### Routing congestion, run 1

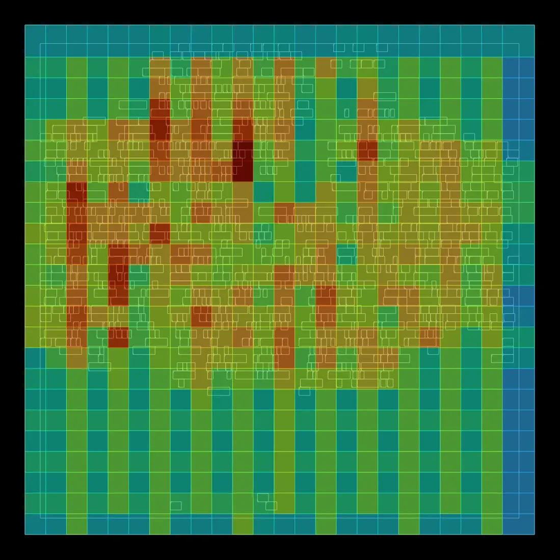
### Sequential cells coloured by netlist name, run 1

Other sequential cells in the stronger grey, the rest of the logic in the fainter grey.
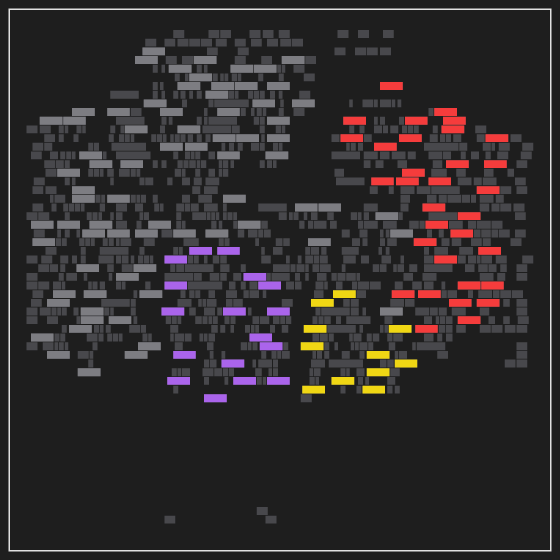
### Met1 routing, run 1

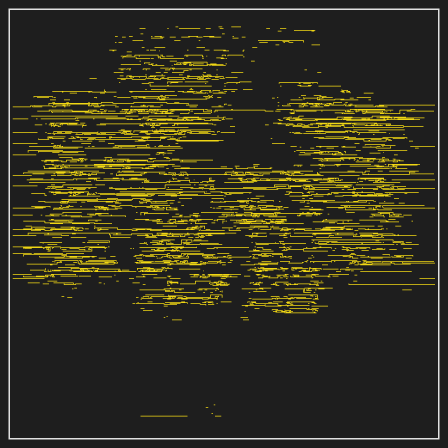
### Port wiring, run 1

The bar under the picture is 50 um long.
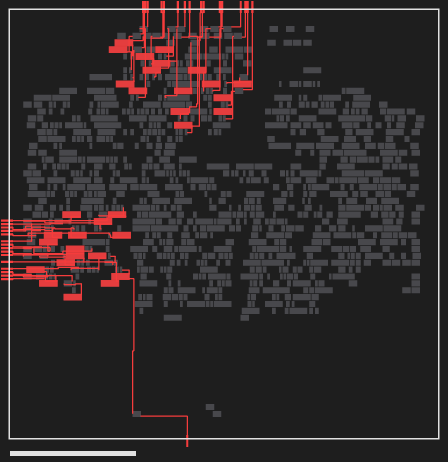
<file path="src/rtl/sba_uart_master.sv">
// Host-facing SBA bus initiator: decodes 'W'/'R' byte commands from the UART
// receive path, runs one 32-bit bus transaction, and streams the response bytes back.
module sba_uart_master #(
  parameter int BUS_TIMEOUT = 1024,
  parameter int RX_TIMEOUT  = 100000
) (
  input  logic        i_clk,
  input  logic        i_rst,
  input  logic [7:0]  i_rx_dat,
  input  logic        i_rx_valid,
  output logic [7:0]  o_tx_dat,
  output logic        o_tx_valid,
  input  logic        i_tx_ready,
  output logic [31:0] o_addr,
  output logic [31:0] o_dat_w,
  output logic [3:0]  o_we,
  output logic        o_stb,
  input  logic [31:0] i_dat_r,
  input  logic        i_ack,
  output logic        o_busy
);

  localparam int BW = $clog2(BUS_TIMEOUT + 1);
  localparam int RW = $clog2(RX_TIMEOUT + 1);
  localparam logic [BW-1:0] BUS_LAST = BW'(BUS_TIMEOUT - 1);
  localparam logic [RW-1:0] RX_LAST  = RW'(RX_TIMEOUT - 1);

  localparam logic [7:0] CMD_W = 8'h57;
  localparam logic [7:0] CMD_R = 8'h52;
  localparam logic [7:0] ACK_B = 8'h06;
  localparam logic [7:0] NAK_B = 8'h15;

  typedef enum logic [2:0] {
    S_IDLE, S_ADDR, S_DATA, S_BUS, S_GAP, S_RESP
  } state_t;

  state_t         state_q, state_d;
  logic [1:0]     cnt_q, cnt_d;
  logic           wr_q, wr_d;
  logic [31:0]    addr_q, addr_d;
  logic [31:0]    wdat_q, wdat_d;
  logic [BW-1:0]  bus_tmo_q, bus_tmo_d;
  logic [RW-1:0]  rx_tmo_q, rx_tmo_d;
  logic [31:0]    resp_q, resp_d;
  logic [2:0]     left_q, left_d;

  always_ff @(posedge i_clk) begin
    if (i_rst) begin
      state_q   <= S_IDLE;
      cnt_q     <= '0;
      wr_q      <= 1'b0;
      addr_q    <= '0;
      wdat_q    <= '0;
      bus_tmo_q <= '0;
      rx_tmo_q  <= '0;
      resp_q    <= '0;
      left_q    <= '0;
    end else begin
      state_q   <= state_d;
      cnt_q     <= cnt_d;
      wr_q      <= wr_d;
      addr_q    <= addr_d;
      wdat_q    <= wdat_d;
      bus_tmo_q <= bus_tmo_d;
      rx_tmo_q  <= rx_tmo_d;
      resp_q    <= resp_d;
      left_q    <= left_d;
    end
  end

  always_comb begin
    state_d   = state_q;
    cnt_d     = cnt_q;
    wr_d      = wr_q;
    addr_d    = addr_q;
    wdat_d    = wdat_q;
    bus_tmo_d = bus_tmo_q;
    rx_tmo_d  = rx_tmo_q;
    resp_d    = resp_q;
    left_d    = left_q;
    unique case (state_q)
      S_IDLE: begin
        if (i_rx_valid) begin
          if (i_rx_dat == CMD_W || i_rx_dat == CMD_R) begin
            state_d  = S_ADDR;
            cnt_d    = '0;
            wr_d     = (i_rx_dat == CMD_W);
            rx_tmo_d = '0;
          end else begin
            state_d = S_RESP;
            resp_d  = {24'h0, NAK_B};
            left_d  = 3'd1;
          end
        end
      end
      S_ADDR, S_DATA: begin
        if (i_rx_valid) begin
          rx_tmo_d = '0;
          cnt_d    = cnt_q + 2'd1;
          if (state_q == S_ADDR) addr_d[{cnt_q, 3'b000} +: 8] = i_rx_dat;
          else                   wdat_d[{cnt_q, 3'b000} +: 8] = i_rx_dat;
          if (cnt_q == 2'd3) begin
            bus_tmo_d = '0;
            state_d   = (state_q == S_ADDR && wr_q) ? S_DATA : S_BUS;
          end
        end else if (rx_tmo_q == RX_LAST) begin
          // Host went quiet mid-command: drop it without a reply.
          state_d = S_IDLE;
        end else begin
          rx_tmo_d = rx_tmo_q + 1'b1;
        end
      end
      S_BUS: begin
        if (i_ack) begin
          state_d = S_GAP;
          if (wr_q) begin
            resp_d = {24'h0, ACK_B};
            left_d = 3'd1;
          end else begin
            resp_d = i_dat_r;
            left_d = 3'd4;
          end
        end else if (bus_tmo_q == BUS_LAST) begin
          state_d = S_GAP;
          resp_d  = {24'h0, NAK_B};
          left_d  = 3'd1;
        end else begin
          bus_tmo_d = bus_tmo_q + 1'b1;
        end
      end
      // One dead cycle swallows a registered ack still in flight.
      S_GAP: state_d = S_RESP;
      S_RESP: begin
        if (i_tx_ready) begin
          resp_d = {8'h0, resp_q[31:8]};
          left_d = left_q - 3'd1;
          if (left_q == 3'd1) state_d = S_IDLE;
        end
      end
      default: state_d = S_IDLE;
    endcase
  end

  assign o_addr     = addr_q;
  assign o_dat_w    = wdat_q;
  assign o_stb      = (state_q == S_BUS);
  assign o_we       = (state_q == S_BUS && wr_q) ? 4'b1111 : 4'b0000;
  assign o_tx_valid = (state_q == S_RESP);
  assign o_tx_dat   = (state_q == S_RESP) ? resp_q[7:0] : 8'h00;
  assign o_busy     = (state_q != S_IDLE);

endmodule
</file>
<file path="config.mk">
export PLATFORM = sky130hd
export DESIGN_NAME = sba_uart_master
export DESIGN_NICKNAME = d
export VERILOG_FILES = /design/src/rtl/sba_uart_master.sv
export SDC_FILE = /design/constraint.sdc
export NUM_CORES = 1
export LEC_CHECK = 0
export CORE_MARGIN = 5
export CORE_UTILIZATION = 25
export CTS_CLUSTER_DIAMETER = 60
export DETAILED_ROUTE_END_ITERATION = 7
export SLEW_MARGIN = 20
export SYNTH_ARGS = -nofsm -noshare
export SYNTH_HDL_FRONTEND = slang
export SYNTH_SLANG_ARGS = --single-unit
</file>
<file path="constraint.sdc">
create_clock -name i_clk -period 4.1 [get_ports i_clk]
set_clock_uncertainty 0.2 [all_clocks]
set_input_delay 0.41 -clock i_clk [delete_from_list [all_inputs] [get_ports i_clk]]
set_output_delay 0.41 -clock i_clk [all_outputs]
set_load 0.01 [all_outputs]
</file>
==> out/summary.txt, run 1 <==
Clock Pin Slew Worst Setup and Hold Paths: 0.06 ns
Die Y-Extent: 169 um
Post-detail-place hpwl: 13100 um
Rel. slew slack: 0.302
Max-slew violations: 0
Pre-antenna DRT Iters: 5
Initial antenna violation count: 0
Synth Cell Area: 6350 um^2
Cells after synthesis: 770
Post-CTS Resized: 0
Number of global-route vias before repair: 5710
Area growth syn-to-layout: 33.9%
Crit-path cells: nand3b_1 -> clkinv_1 -> buf_4 -> and2_1 -> clkdlybuf4s50_1
TritonCTS clock tree: built
Post-DP Area: 7820 um^2
Met3 wire length: 1380 um
ANT cells: 0
Tcrit/Tclk final: 0.783
Crit start category: flip-flop
Crit Path Category: flip-flop to primary output
Rows: 58
Pwr Density: 534 nW/um^2
Final Critical Period: 3.21 ns
YS warnings: 0
Clk pwr share: 0.388
Clk_lat worst skew: 0.42 ns
Fillers: 2643
Yosys Chip Area: 6350 um^2
Yosys Instances: 770
Total CTS buffers: 17
RSZ-0062 raised after global routing: no
Post-synth seq share: 0.419
Setup violators final: 0
LEAKAGE: 2.66 nW
Detail Route Antenna Nets: 0
Routed length on met2: 8690 um
Tot Pwr: 4.54 mW
Internal: 3.10 mW
Post-Route Setup TNS: 0 ns
Sink Count: 133
Comb power frac: 0.266
# H-tree levels: 4
Status: finished, final reports clean
CTS max path bufs: 2
Crit-path max FO: 28
Vias per std cell: 4.94
Global-route wire length before repair: 30700 um
Post-synth ARST share: 0
Largest net degree at the start of global routing: 85
Final WS setup: 0.888 ns
Max rail drop VDD: 257 uV
CP max stage delay: 0.61 ns
Crit path DRT: 3.49 ns
Switching share of power: 0.318
Die Area: 28700 um^2
GP Congestion: 0.790
Post-synth tally of flip-flops with integrated enable: 0
FMAX: 311 MHz
DRC viols: 0
Top FF cell, synth: dfxtp_1
Slowest CP cell: dfxtp_1
FP Util: 0.253
P_sw: 1.44 mW
Cts-stage hold buffer count: 0
Final Cell Area: 8500 um^2
Final hold viol count: 0
Avg Cell Area, Syn: 8.25 um^2
Chip Width: 169 um
Share of cells above drive strength 1: 0.117
Count of tool warnings: 31
Final Non-Filler Cells: 1211
Tightest Pin Transition: 1.05 ns
Max-cap check violation count: 0
Critical Path Sink Type: primary output
Min Hold Slack: 0.255 ns
Hold/Removal Path Class: flip-flop to flip-flop
Post-CTS Setup Inserts: 0
Placed cells: 1179
Root Buffer: clkbuf_16
Register bit total from synthesis: 133
Netlist cell types: 68
Routed met1 length: 9060 um
Floorplan Nets: 824
Total grt overflow: 0
Final #Nets: 922
Top routing layer used: met4
DR iter-0 viols: 378
Part of the power in registers: 0.346
Pre-CTS setup slack: 0.859 ns
Core ar.: 25100 um^2
Crit path DAT: 2.60 ns
## Picture notes: 'Routing congestion'
global-route usage over all layers: 0.132
drt wl/cell: 16.1 um
GR Util met2: 0.202
Layout Utilization: 0.338

## Picture notes: 'Sequential cells coloured by netlist name'
legend:
  `bus_tmo_q`:
    colour: yellow
    sequential_cells: 11
  `resp_q`:
    colour: red
    sequential_cells: 32
  `rx_tmo_q`:
    colour: purple
    sequential_cells: 17
    where: middle
Seq area share: 0.313
register area: 2660 um^2

## Picture notes: 'Met1 routing'
share of all routed wire: 47%
nets with wire on the layer: 821
Via Count: 5985
routed wire length: 19500 um
met1 Use GR: 0.177

## Picture notes: 'Port wiring'
legend:
  `o_addr`:
    colour: red
    bits: 32
    direction: output
    end_cells: 32
    buffers: 32
    wire: 1270 um
IO Pins: 124
PortBufs: 123

-- run 1: state kept, by name, indices dropped and copies added (netlist names) --
name / cells
o_addr: 32
bus_tmo_q: 11
left_q: 3
rx_tmo_q: 17
cnt_q: 2
wr_q: 1
o_dat_w: 32
state_q: 3
resp_q: 32
-- run 1: power groups by stage --
stage	clock network (mW)	registers, mW	logic, mW
after global placement	0	1.59	1.19
final	1.76	1.57	1.21
after floorplan	0	1.55	1.00
after detailed placement	0	1.59	1.21
after global routing	1.86	1.59	1.32
after CTS	1.80	1.57	1.21
-- run 1: worst max-delay path, delay by kind of cell, from the launching register on --
kind                   cells  cell delay, ns
AND/OR/NAND/NOR            2            0.48
flip-flops                 1            0.61
buffers and inverters      3            1.09
-- run 1: routing by layer --
layer	track usage	vias up
met4	0.0396	0
met3	0.0433	23
li1	-	2976
met2	0.202	165
met5	0	-
met1	0.177	2821
-- run 1: final timing paths --
check,startpoint,endpoint,slack (ns),cells after the start
max,state_q[0]$_SDFFE_PP0P_,o_tx_dat[5],0.89,5
min,o_addr[10]$_SDFFE_PP0P_,o_addr[10]$_SDFFE_PP0P_,0.25,2
max reg2reg,state_q[2]$_SDFFE_PP0P_,left_q[0]$_SDFFE_PP0P_,1.18,8
min reg2reg,o_addr[10]$_SDFFE_PP0P_,o_addr[10]$_SDFFE_PP0P_,0.25,2
-- run 1: placed cells by master, fill, tap and decap left out, types with 3 or more instances in the layout --
master	count
bufinv_16	6
nor4_1	3
or2_2	4
nand4_1	8
nor3b_1	4
inv_1	10
nor3_1	8
a41oi_1	5
nand3b_1	10
dfxtp_1	133
a22oi_1	20
a211oi_1	10
o21ai_1	14
ha_1	9
or3_1	4
clkdlybuf4s50_1	122
buf_4	21
and2_1	21
a21oi_2	18
a21oi_1	111
or4_1	4
o21ai_0	18
nand2_1	105
clkbuf_16	17
nor2_1	31
a211oi_2	19
nand3_1	76
a31oi_1	7
nand2b_1	8
clkinvlp_4	3
-- run 1: layout make-up --
cell class | instances | area (um^2) | area share
multi-input cells | 561 | 3320 | 0.390
clock buffers | 20 | 457 | 0.0537
flip-flops and latches | 133 | 2660 | 0.313
well taps | 330 | 413 | 0.0486
inverters | 12 | 45.0 | 0.00530
clock inverters | 12 | 225 | 0.0265
repair buffers | 143 | 1380 | 0.162
-- run 1: synth_stat cells (5+ instances only) --
cell / instances / area, um^2
a22oi_1: 20 / 150
a21oi_2: 18 / 158
a211oi_2: 19 / 238
nand2_1: 105 / 394
o21ai_0: 18 / 90.1
and2_1: 21 / 131
nand2b_1: 8 / 50.1
a211oi_1: 10 / 75.1
a41oi_1: 5 / 43.8
buf_2: 7 / 35.0
nand4_1: 8 / 50.1
nor2_1: 31 / 116
inv_1: 10 / 37.5
o21ai_1: 14 / 70.1
ha_1: 9 / 113
nand3_1: 76 / 380
a31oi_1: 7 / 43.8
nor3_1: 8 / 40.0
a21oi_1: 111 / 556
nand3b_1: 10 / 75.1
dfxtp_1: 133 / 2660
clkbuf_1: 47 / 176
-- run 1: kinds of logic after synthesis --
family / share of synthesized area
simple gates: 0.241
compound gates: 0.260
flops: 0.419
buf+inv: 0.0585
fa+ha+maj: 0.0177
xor+xnor: 0.00276
### Clock network drawn from the DEF, run 1

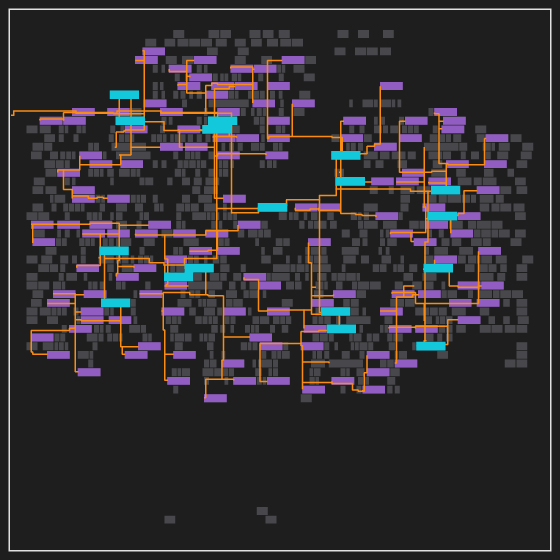

## Run 2: what changed since run 1
==> constraint.sdc (replaced) <==
create_clock -name i_clk -period 3.16 [get_ports i_clk]
set_clock_uncertainty 0.2 [all_clocks]
set_input_delay 0.316 -clock i_clk [delete_from_list [all_inputs] [get_ports i_clk]]
set_output_delay 0.316 -clock i_clk [all_outputs]
set_load 0.01 [all_outputs]
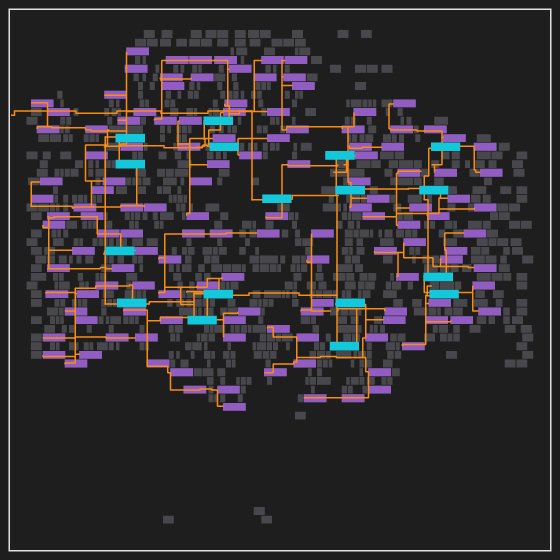
*Clock network drawn from the DEF, run 2*
legend:
  clock drivers:
    colour: cyan
    count: 17
  clock wires:
    colour: orange
    length: 1840 um
  flip-flops:
    colour: purple
    count: 133
routed clock nets: 18
Power Clock: 1.99 mW
Clk pwr share: 0.352
clk_lat worst skew: 0.42 ns

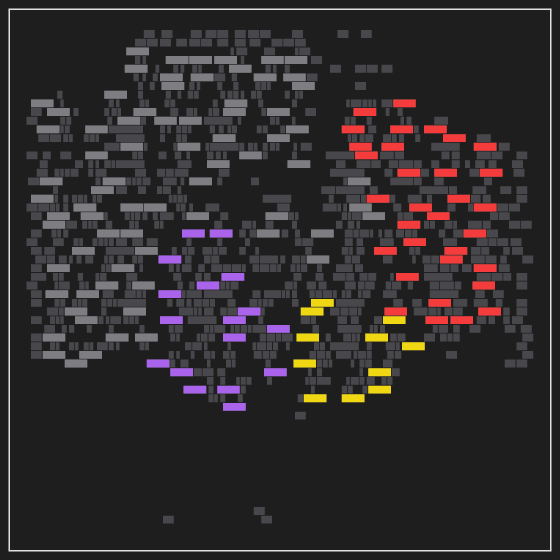
*Sequential cells coloured by netlist name, run 2*
Other sequential cells in the stronger grey, the rest of the logic in the fainter grey.
legend:
  `rx_tmo_q`:
    colour: purple
    sequential_cells: 17
    where: middle
  `resp_q`:
    colour: red
    sequential_cells: 32
  `bus_tmo_q`:
    colour: yellow
    sequential_cells: 11
Layout Utilization: 0.339
seq pwr: 2.04 mW
Seq area share: 0.313

==> out/summary.txt, run 2 <==
Crit Path Category: flip-flop to primary output
R2R depth: 6
Initial antenna violation count: 1
Setup violators final: 0
Post-Route Setup TNS: 0 ns
Largest net degree at the start of global routing: 80
Synth Cell Area: 6350 um^2
Total grt overflow: 0
Root Buffer: clkbuf_16
PortBufs: 123
DRC viols: 0
Hold/Removal Path Class: flip-flop to flip-flop
ANT cells: 0
Vias per std cell: 4.92
Total CTS buffers: 17
Post-synth tally of flip-flops with integrated enable: 0
Avg Cell Area, Syn: 8.25 um^2
Rel. slew slack: 0.351
Yosys xor share: 0.00276
Critical Path Sink Type: primary output
YS warnings: 0
Crit start category: flip-flop
LEAKAGE: 2.67 nW
RR Endpoint: bus_tmo_q[4]$_SDFFE_PP0P_
Detail Route Antenna Nets: 0
Yosys Chip Area: 6350 um^2
Count of tool warnings: 31
Top cell excl fill/tap: dfxtp_1
Die Y-Extent: 169 um
Cell area leaders: dfxtp_1, a21oi_1, nand2_1
Mux area share: 0
Die Area: 28700 um^2
Post-detail-place hpwl: 13500 um
Max rail drop VDD: 308 uV
Tightest Pin Transition: 0.974 ns
Max-slew violations: 0
Number of global-route vias before repair: 5840
Crit-path max FO: 18
Status: finished, final reports clean
Netlist cell types: 68
Tot Pwr: 5.64 mW
Complex Gates by Area: 0.260
Pre-antenna DRT Iters: 5
CTS max path bufs: 2
Drt wl/cell: 16.2 um
DR iter-0 viols: 447
Core ar.: 25100 um^2
Share of cells above drive strength 1: 0.128
Max-cap check violation count: 0
Placed cells: 1190
Final Non-Filler Cells: 1221
Flop2flop setup slack: 0.44 ns
Register bit total from synthesis: 133
Chip Width: 169 um
Tcrit/Tclk final: 0.928
Crit Reg-Reg Startpoint: bus_tmo_q[0]$_SDFFE_PP0P_
RSZ-0062 raised after global routing: no
Top logic family: AND-OR/OR-AND gates
Most common logic cells in the final layout: dfxtp_1, clkdlybuf4s50_1, a21oi_1
Cells after synthesis: 770
[run 2: worst max-delay path, cell delays in order, from the launching register on]
cell and delay, ns:
dfxtp_1 0.62, nand3b_1 0.29, clkinv_1 0.15, buf_4 0.22, and2_1 0.17, clkdlybuf4s50_1 0.54
[run 2: area by class of cell]
cell class,count,area (um^2),area share
flip-flops and latches,133,2660,0.313
clock buffers,20,467,0.0549
multi-input cells,561,3320,0.390
well taps,330,413,0.0485
inverters,12,45.0,0.00530
repair buffers,154,1470,0.173
clock inverters,11,126,0.0149
[run 2: logic make-up after synthesis]
| group | count (synthesis) |
|---|---|
| and+or+nand+nor | 304 |
| AOI/OAI and AO/OA | 246 |
| DFF | 133 |
| buffers and inverters | 76 |
| adders and majority gates | 9 |
| xor gates and xnor gates | 2 |
[run 2: per-stage QoR]
| step | worst slack [ns] | hold WS, ns | area (um^2) |
|---|---|---|---|
| 2_1_floorplan | 0.809 | 0.240 | 6350 |
| 3_3_place_gp | 0.336 | 0.241 | 7910 |
| 3_5_place_dp | 0.309 | 0.248 | 7910 |
| 4_1_cts | 0.230 | 0.252 | 8510 |
| 5_1_grt | 0.105 | 0.265 | 8510 |
| 6_report | 0.229 | 0.251 | 8510 |
[run 2: how the worst max path moves through the flow]
stage,startpoint,to,depth (start not counted)
detailed placement,i_rx_dat[6],resp_q[20]$_SDFFE_PP0P_,7
floorplan,i_rx_dat[3],resp_q[10]$_SDFFE_PP0P_,8
global route,state_q[0]$_SDFFE_PP0P_,o_tx_dat[2],5
finish,state_q[0]$_SDFFE_PP0P_,o_tx_dat[2],5
global placement,i_rx_dat[6],resp_q[20]$_SDFFE_PP0P_,7
CTS,state_q[0]$_SDFFE_PP0P_,o_tx_dat[2],5
[run 2: power breakdown]
group	internal [mW]	switching [mW]
Sequential	1.87	0.164
Clock	1.22	0.766
Combinational	0.650	0.962
[run 2: metal layers]
metal / wire length [um] / GRT usage / vias to the layer above
met2: 8980 / 0.211 / 178
li1: - / - / 3004
met4: 150 / 0.0294 / 2
met5: 20 / 0 / -
met1: 9120 / 0.185 / 2814
met3: 1540 / 0.0445 / 13
Power is estimated from default activity; no workload was simulated.
